### src/rtl/spi_rx_apb_slave.sv
// SPI mode-0 receiver with an APB-mapped receive FIFO, status/control
// registers and a registered interrupt request.
module spi_rx_apb_slave #(
    parameter int FIFO_DEPTH  = 4,
    parameter int SYNC_STAGES = 2
) (
    input  logic       clk,
    input  logic       rst,
    input  logic       psel,
    input  logic       penable,
    input  logic       pwrite,
    input  logic [7:0] paddr,
    input  logic [7:0] pwdata,
    output logic [7:0] prdata,
    output logic       pready,
    output logic       pslverr,
    input  logic       sclk,
    input  logic       mosi,
    input  logic       cs_n,
    output logic       irq
);

    localparam int AW = (FIFO_DEPTH > 1) ? $clog2(FIFO_DEPTH) : 1;
    localparam logic [AW:0]   DEPTH_C = (AW+1)'(FIFO_DEPTH);
    localparam logic [AW:0]   CNT_ONE = (AW+1)'(1);
    localparam logic [AW-1:0] PTR_ONE = AW'(1);

    // Synchronizers and edge-detect history
    logic [SYNC_STAGES-1:0] sclk_sync_q, sclk_sync_d;
    logic [SYNC_STAGES-1:0] mosi_sync_q, mosi_sync_d;
    logic [SYNC_STAGES-1:0] cs_sync_q,   cs_sync_d;
    logic                   sclk_prev_q, sclk_prev_d;
    logic                   cs_prev_q,   cs_prev_d;
    logic [SYNC_STAGES:0]   fill_q,      fill_d;
    logic                   active_q,    active_d;

    // Receive datapath
    logic [2:0]      bit_cnt_q,   bit_cnt_d;
    logic [7:0]      shift_q,     shift_d;
    logic            push_q,      push_d;
    logic [7:0]      push_data_q, push_data_d;

    // FIFO
    logic [7:0]      mem_q [FIFO_DEPTH];
    logic [AW-1:0]   wr_ptr_q, wr_ptr_d;
    logic [AW-1:0]   rd_ptr_q, rd_ptr_d;
    logic [AW:0]     count_q,  count_d;

    // Registers
    logic            en_q,     en_d;
    logic [2:0]      int_en_q, int_en_d;
    logic            ovf_q,    ovf_d;
    logic            ferr_q,   ferr_d;
    logic            irq_q,    irq_d;
    logic            pready_q, pready_d;

    logic sclk_s, mosi_s, cs_s, sync_valid, sclk_rise, cs_rise;
    logic access, xfer, addr_bad, acc_err, wr_ok, rd_ok;
    logic pop, flush, do_push, do_pop, ovf_set, ferr_set;
    logic empty, full;
    logic [4:0] count_ext;
    logic [7:0] status, rdata;

    assign sclk_s     = sclk_sync_q[SYNC_STAGES-1];
    assign mosi_s     = mosi_sync_q[SYNC_STAGES-1];
    assign cs_s       = cs_sync_q[SYNC_STAGES-1];
    assign sync_valid = fill_q[SYNC_STAGES];
    assign sclk_rise  = sclk_s & ~sclk_prev_q;
    assign cs_rise    = cs_s & ~cs_prev_q;

    assign empty     = (count_q == '0);
    assign full      = (count_q == DEPTH_C);
    assign count_ext = 5'(count_q);
    assign status    = {ferr_q, ovf_q, count_ext[3:0], full, empty};

    assign access   = psel & penable;
    assign xfer     = access & pready_q;
    assign addr_bad = (paddr > 8'h03);
    assign acc_err  = addr_bad | (pwrite & (paddr == 8'h00));
    assign wr_ok    = xfer & pwrite & ~acc_err;
    assign rd_ok    = xfer & ~pwrite & ~acc_err;
    assign pop      = rd_ok & (paddr == 8'h00) & ~empty;
    assign flush    = wr_ok & (paddr == 8'h02) & pwdata[1];

    assign pready = pready_q;
    assign irq    = irq_q;

    always_comb begin
        rdata = '0;
        unique case (paddr[1:0])
            2'd0: rdata = empty ? 8'h00 : mem_q[rd_ptr_q];
            2'd1: rdata = status;
            2'd2: rdata = {7'b0, en_q};
            2'd3: rdata = {5'b0, int_en_q};
            default: rdata = '0;
        endcase
        prdata  = (pready_q && !pwrite && !acc_err) ? rdata : 8'h00;
        pslverr = pready_q & acc_err;
    end

    always_comb begin
        sclk_sync_d[0] = sclk;
        mosi_sync_d[0] = mosi;
        cs_sync_d[0]   = cs_n;
        for (int unsigned i = 1; i < SYNC_STAGES; i++) begin
            sclk_sync_d[i] = sclk_sync_q[i-1];
            mosi_sync_d[i] = mosi_sync_q[i-1];
            cs_sync_d[i]   = cs_sync_q[i-1];
        end
        sclk_prev_d = sclk_s;
        cs_prev_d   = cs_s;
        fill_d      = {fill_q[SYNC_STAGES-1:0], 1'b1};

        // A frame only opens on a falling edge seen once the synchronizers
        // hold real samples, so cs_n held low across reset never counts.
        active_d = active_q;
        if (cs_s)
            active_d = 1'b0;
        else if (sync_valid && cs_prev_q)
            active_d = 1'b1;

        bit_cnt_d   = bit_cnt_q;
        shift_d     = shift_q;
        push_d      = 1'b0;
        push_data_d = push_data_q;
        ferr_set    = 1'b0;
        if (!en_q || cs_s) begin
            bit_cnt_d = '0;
            ferr_set  = en_q & cs_rise & (bit_cnt_q != 3'd0);
        end else if (active_q && sclk_rise) begin
            shift_d = {shift_q[6:0], mosi_s};
            if (bit_cnt_q == 3'd7) begin
                push_d      = 1'b1;
                push_data_d = {shift_q[6:0], mosi_s};
                bit_cnt_d   = '0;
            end else begin
                bit_cnt_d = bit_cnt_q + 3'd1;
            end
        end
    end

    always_comb begin
        wr_ptr_d = wr_ptr_q;
        rd_ptr_d = rd_ptr_q;
        count_d  = count_q;
        do_push  = 1'b0;
        do_pop   = 1'b0;
        ovf_set  = 1'b0;
        if (flush) begin
            wr_ptr_d = '0;
            rd_ptr_d = '0;
            count_d  = '0;
        end else begin
            do_pop  = pop;
            do_push = push_q & (~full | pop);
            ovf_set = push_q & full & ~pop;
            if (do_push)
                wr_ptr_d = wr_ptr_q + PTR_ONE;
            if (do_pop)
                rd_ptr_d = rd_ptr_q + PTR_ONE;
            unique case ({do_push, do_pop})
                2'b10:   count_d = count_q + CNT_ONE;
                2'b01:   count_d = count_q - CNT_ONE;
                default: count_d = count_q;
            endcase
        end

        en_d     = en_q;
        int_en_d = int_en_q;
        ovf_d    = ovf_q;
        ferr_d   = ferr_q;
        if (wr_ok && paddr == 8'h01) begin
            if (pwdata[6]) ovf_d  = 1'b0;
            if (pwdata[7]) ferr_d = 1'b0;
        end
        if (wr_ok && paddr == 8'h02)
            en_d = pwdata[0];
        if (wr_ok && paddr == 8'h03)
            int_en_d = pwdata[2:0];
        if (ovf_set)  ovf_d  = 1'b1;
        if (ferr_set) ferr_d = 1'b1;

        irq_d    = (int_en_q[0] & ~empty) | (int_en_q[1] & ovf_q) | (int_en_q[2] & ferr_q);
        pready_d = access & ~pready_q;
    end

    always_ff @(posedge clk or negedge rst) begin
        if (!rst) begin
            sclk_sync_q <= '0;
            mosi_sync_q <= '0;
            cs_sync_q   <= '1;
            sclk_prev_q <= 1'b0;
            cs_prev_q   <= 1'b1;
            fill_q      <= '0;
            active_q    <= 1'b0;
            bit_cnt_q   <= '0;
            shift_q     <= '0;
            push_q      <= 1'b0;
            push_data_q <= '0;
            wr_ptr_q    <= '0;
            rd_ptr_q    <= '0;
            count_q     <= '0;
            en_q        <= 1'b0;
            int_en_q    <= '0;
            ovf_q       <= 1'b0;
            ferr_q      <= 1'b0;
            irq_q       <= 1'b0;
            pready_q    <= 1'b0;
        end else begin
            sclk_sync_q <= sclk_sync_d;
            mosi_sync_q <= mosi_sync_d;
            cs_sync_q   <= cs_sync_d;
            sclk_prev_q <= sclk_prev_d;
            cs_prev_q   <= cs_prev_d;
            fill_q      <= fill_d;
            active_q    <= active_d;
            bit_cnt_q   <= bit_cnt_d;
            shift_q     <= shift_d;
            push_q      <= push_d;
            push_data_q <= push_data_d;
            wr_ptr_q    <= wr_ptr_d;
            rd_ptr_q    <= rd_ptr_d;
            count_q     <= count_d;
            en_q        <= en_d;
            int_en_q    <= int_en_d;
            ovf_q       <= ovf_d;
            ferr_q      <= ferr_d;
            irq_q       <= irq_d;
            pready_q    <= pready_d;
        end
    end

    always_ff @(posedge clk) begin
        if (do_push)
            mem_q[wr_ptr_q] <= push_data_q;
    end

endmodule
### config.mk
export PLATFORM = sky130hd
export DESIGN_NAME = spi_rx_apb_slave
export DESIGN_NICKNAME = d
export VERILOG_FILES = /design/src/rtl/spi_rx_apb_slave.sv
export SDC_FILE = /design/constraint.sdc
export NUM_CORES = 1
export LEC_CHECK = 0
export CORE_ASPECT_RATIO = 1.5
export CORE_UTILIZATION = 53
export CTS_BUF_LIST = sky130_fd_sc_hd__clkbuf_4
export DETAILED_ROUTE_END_ITERATION = 7
export GPL_TIMING_DRIVEN = 0
export PLACE_DENSITY = 0.78
export RECOVER_POWER = 100
export SLEW_MARGIN = 20
export SYNTH_ARGS = -nofsm -noshare
export SYNTH_HDL_FRONTEND = slang
export SYNTH_SLANG_ARGS = --single-unit
export TNS_END_PERCENT = 10
### constraint.sdc
create_clock -name clk -period 2 [get_ports clk]
set_input_delay 0.6 -clock clk [delete_from_list [all_inputs] [get_ports clk]]
set_output_delay 0.6 -clock clk [all_outputs]
set_load 0.02 [all_outputs]
==> results.txt <==
Latest figures from synthesis and place and route.

The initial utilization of the core area, before any placement, comes to 0.5461. The actual slew at the worst max-slew pin is 1.048 ns. The number of detailed-routing iterations run before antenna repair is 4.

The synthesized netlist was found by Yosys to have between 200 and 250 cells. The clock insertion delay at the later pin of the skew report is 0.40 ns. The I/O pin count is 35. The number of buffers inserted by port buffering is 30. The category of the worst setup path launch point is a register. The number of buffers inserted during clock tree synthesis is 9. The power report attributes to the combinational group a share of 0.051. The count of inserted antenna diode cells is 0. The final report gives the standard cell area, fillers excluded, as a little over 4000 um^2. The instance count after placement with tap cells included is 334.

The power attributed to combinational cells is 0.131 mW. The synthesis-to-finish area growth is 24.99%. The overflow left after global routing is 0.

The run finished, with violations left. The largest stage delay on the critical path is 0.48 ns. The post-route worst setup slack is -0.5299 ns. The HPWL after detailed placement is 4.521 mm. The total of max-cap violations is 0.

The row count is 35. The final reports fail on setup timing. The portion of total power attributed to the clock network is 0.299. The yosys stat chip area is 3324 um^2. The group with the largest share of power is registers.

Internal power comes to 1.997 mW. Per the OpenROAD power report, switching power amounts to 0.5862 mW. The worst pin sits at a relative slew slack of 0.3015. Dividing total power by cell area gives a power density of 621.7 nW/um^2. The post-synthesis cell type count is 50. The portion of total power attributed to sequential cells is 0.650. The worst VDD IR drop from the latest analysis is 0.0004323 V. The number of clock sinks is 78.

The routed design shows a via density per instance of 5.688. The vias after detailed routing is between 2000 and 2500. For reference, the critical path cell chain is or3_4, nor2_1, a21oi_1, a211oi_4, buf_6. The arrival time of data at the worst endpoint is listed as about 1.9 ns. The largest net degree at the start of global routing is 30.

The number of buffers on the longest clock path is 2. Per the post-run analysis, buffers plus inverters along the critical path come to 1. Of the total power, the share spent switching nets is 0.2269. The chip width is 66.67 um.

The total clock network power is 0.773 mW. Grouping stages by cell kind, the critical path spends the most delay in simple AND/OR/NAND/NOR gates. The end of the worst register-to-register path is count_q[2]. Post-CTS repair changed the size of roughly 110 cells.

The flip-flop and latch power is 1.68 mW. For this run, the final setup violation count is recorded as 46. The post-route antenna net violation count is 0. The clock tree root driver cell is clkbuf_4. TritonCTS built the clock tree.

Setup repair after global routing could not meet its margin everywhere. The ratio of cells with drive above 1 in the final layout is 0.3965. The number of fillers in the final layout is between 400 and 500. The startpoint of the worst register-to-register path is count_q[0].

The critical path start-end classification is register to output pin. The register bit total from synthesis is 78. The depth of the most critical reg-to-reg path is 8.

The number of setup buffers added after CTS is 10. The shortest period the worst path allows is ~2.5 ns. For the worst setup path, the data required time is 1.40 ns. Summed over all cells, the static leakage comes to approximately 1.8 nW.

The class of the tightest hold or removal check is input pin to asynchronous set/reset pin. The number of global-route vias before repair was roughly 2200. The wire length recorded after detailed routing is 6.607 mm.

The die is 99 um tall. The post-synthesis net count is 261. Of the synthesized area, sequential elements account for 0.6364.

Summing every instance area after synthesis gives 3324 um^2. The final layout net count is around 310. After the first detailed-routing iteration, the DRC count stood at approximately 91. Static timing analysis puts the maximum clock frequency at 0.3953 GHz.
-- cells by family after synthesis --
family          count (synthesis)  synth area share
buf+inv                        17           0.02183
flops                          78            0.6364
fa+ha+maj                       8           0.03237
simple gates                   64            0.1076
mux                            34            0.1400
xor+xnor                        1          0.002635
other cells                     1          0.001128
compound gates                 26           0.05796
-- stage by stage --
step / power, mW / setup TNS [ns] / hold slack (ns) / util / setup WS [ns]
finish: 2.583 / -10.58 / 0.3429 / 0.6826 / -0.5299
global route: 2.703 / -12.67 / 0.3713 / 0.6826 / -0.6023
CTS: 2.621 / -7.499 / 0.1124 / 0.6865 / -0.5081
detailed placement: 1.831 / -45.60 / 0.3371 / 0.6298 / -1.286
global placement: 1.824 / -83.09 / 0.3332 / 0.6273 / -1.223
floorplan: 1.752 / -6.658 / 0.3044 / - / -0.1630
-- worst reg2reg max path: cells and delay by family (launching register included) --
kind	cells	cell delay, ns
fa+ha+maj	1	0.35
flops	1	0.48
buf+inv	1	0.18
mux	2	0.36
simple gates	4	0.87
-- layout make-up --
cell class	count	area, um^2	area share
buffer	8	70.07	0.01686
clock buffer	10	75.07	0.01807
clock inverter	6	37.54	0.009033
inverter	8	30.03	0.007227
multi-input combinational	134	1369	0.3294
sequential	78	2120	0.5101
tap	74	92.59	0.02228
timing repair buffer	41	361.6	0.08702
-- cells in the mapped netlist, types with 2 or more instances --
library cell   n  area share
nor4_1         3      0.0056
or4_4          2      0.0068
or2b_1         2      0.0045
nor2_1        13       0.015
nand3b_1       4      0.0090
nor3b_1        2      0.0045
mux4_2         8       0.054
ha_1           7       0.026
a21oi_1        4      0.0060
nand2_1       14       0.016
nor3_1         6      0.0090
a22oi_1        5       0.011
and2_1         4      0.0075
mux2_2        20       0.068
dfstp_2        3       0.024
nand4_1        2      0.0038
mux2i_1        6       0.018
inv_1          8      0.0090
a22o_1         3      0.0079
o21a_1         2      0.0045
o21ai_0        3      0.0045
edfxtp_1      32        0.29
clkbuf_1       6      0.0068
nand2b_1       2      0.0038
dfrtp_1       43        0.32
-- flip-flops by register name (all words and copies together), names as in the netlist, 2 cells and up --
register / cells
mem_q: 32
push_data_q: 8
shift_q: 7
bit_cnt_q: 3
count_q: 3
fill_q: 3
int_en_q: 3
cs_sync_q: 2
mosi_sync_q: 2
rd_ptr_q: 2
sclk_sync_q: 2
wr_ptr_q: 2
-- layer usage --
layer / vias to the layer above / global-route usage / wire [um]
met3: 21 / 0.04861 / 263
met5: - / 0 / 0
met2: 65 / 0.4009 / 3680
li1: 958 / - / -
met1: 998 / 0.2321 / 2387
met4: 0 / 0.1489 / 276
-- cells in the final DEF, fill, tap and decap left out, types with 3 or more instances in the layout --
cell type and n:
dfrtp_1 40, edfxtp_1 32, mux2_2 20, buf_6 13, nand2_1 13, clkbuf_4 11
nor2_1 10, inv_1 8, mux4_2 8, ha_1 7, buf_4 7, clkbuf_2 6
nor3_4 6, mux2i_1 6, a22oi_2 5, clkdlybuf4s50_1 5, clkbuf_1 4, nand3b_1 4
and2_4 4, dlygate4sd2_1 4, a21oi_1 3, a22o_1 3, dfrtp_2 3, dlygate4sd3_1 3
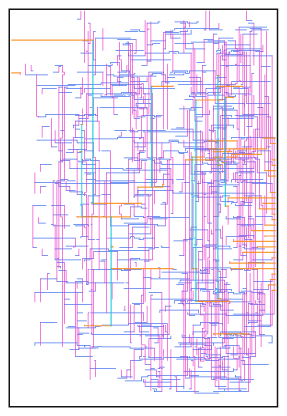
(routed metal, one colour a layer)
Drawn at 4 px/um.
orange -> metal 3  # wire length 263 um
magenta -> metal 2  # wire length 3680 um
cyan -> metal 4  # wire length 277 um
blue -> metal 1  # wire length 2390 um

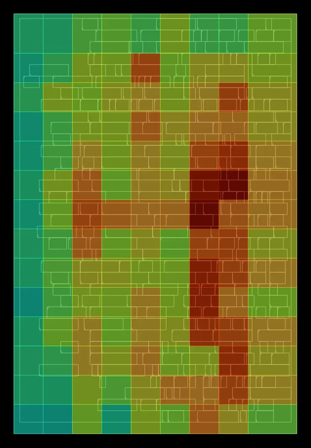
(congestion heat map)
grt met1 use: 0.2321
GR Layer Usage met2: 0.4009
mean routed wirelength per cell: 18.40 um
global-route usage over all layers: 0.2273

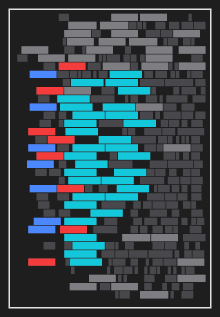
(sequential cells coloured by netlist name)
Drawn at 3 px/um.
red -> push_data_q  # flops 8
blue -> shift_q  # flops 7
cyan -> mem_q  # flops 32
not coloured = 31

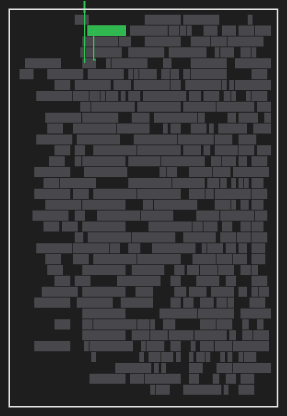
(wires at chosen ports, followed through buffers)
Drawn at 4 px/um.
green -> cs_n  # bits 1, direction input, end cells 1, wire 21.0 um

Power and IR drop assume default switching activity.
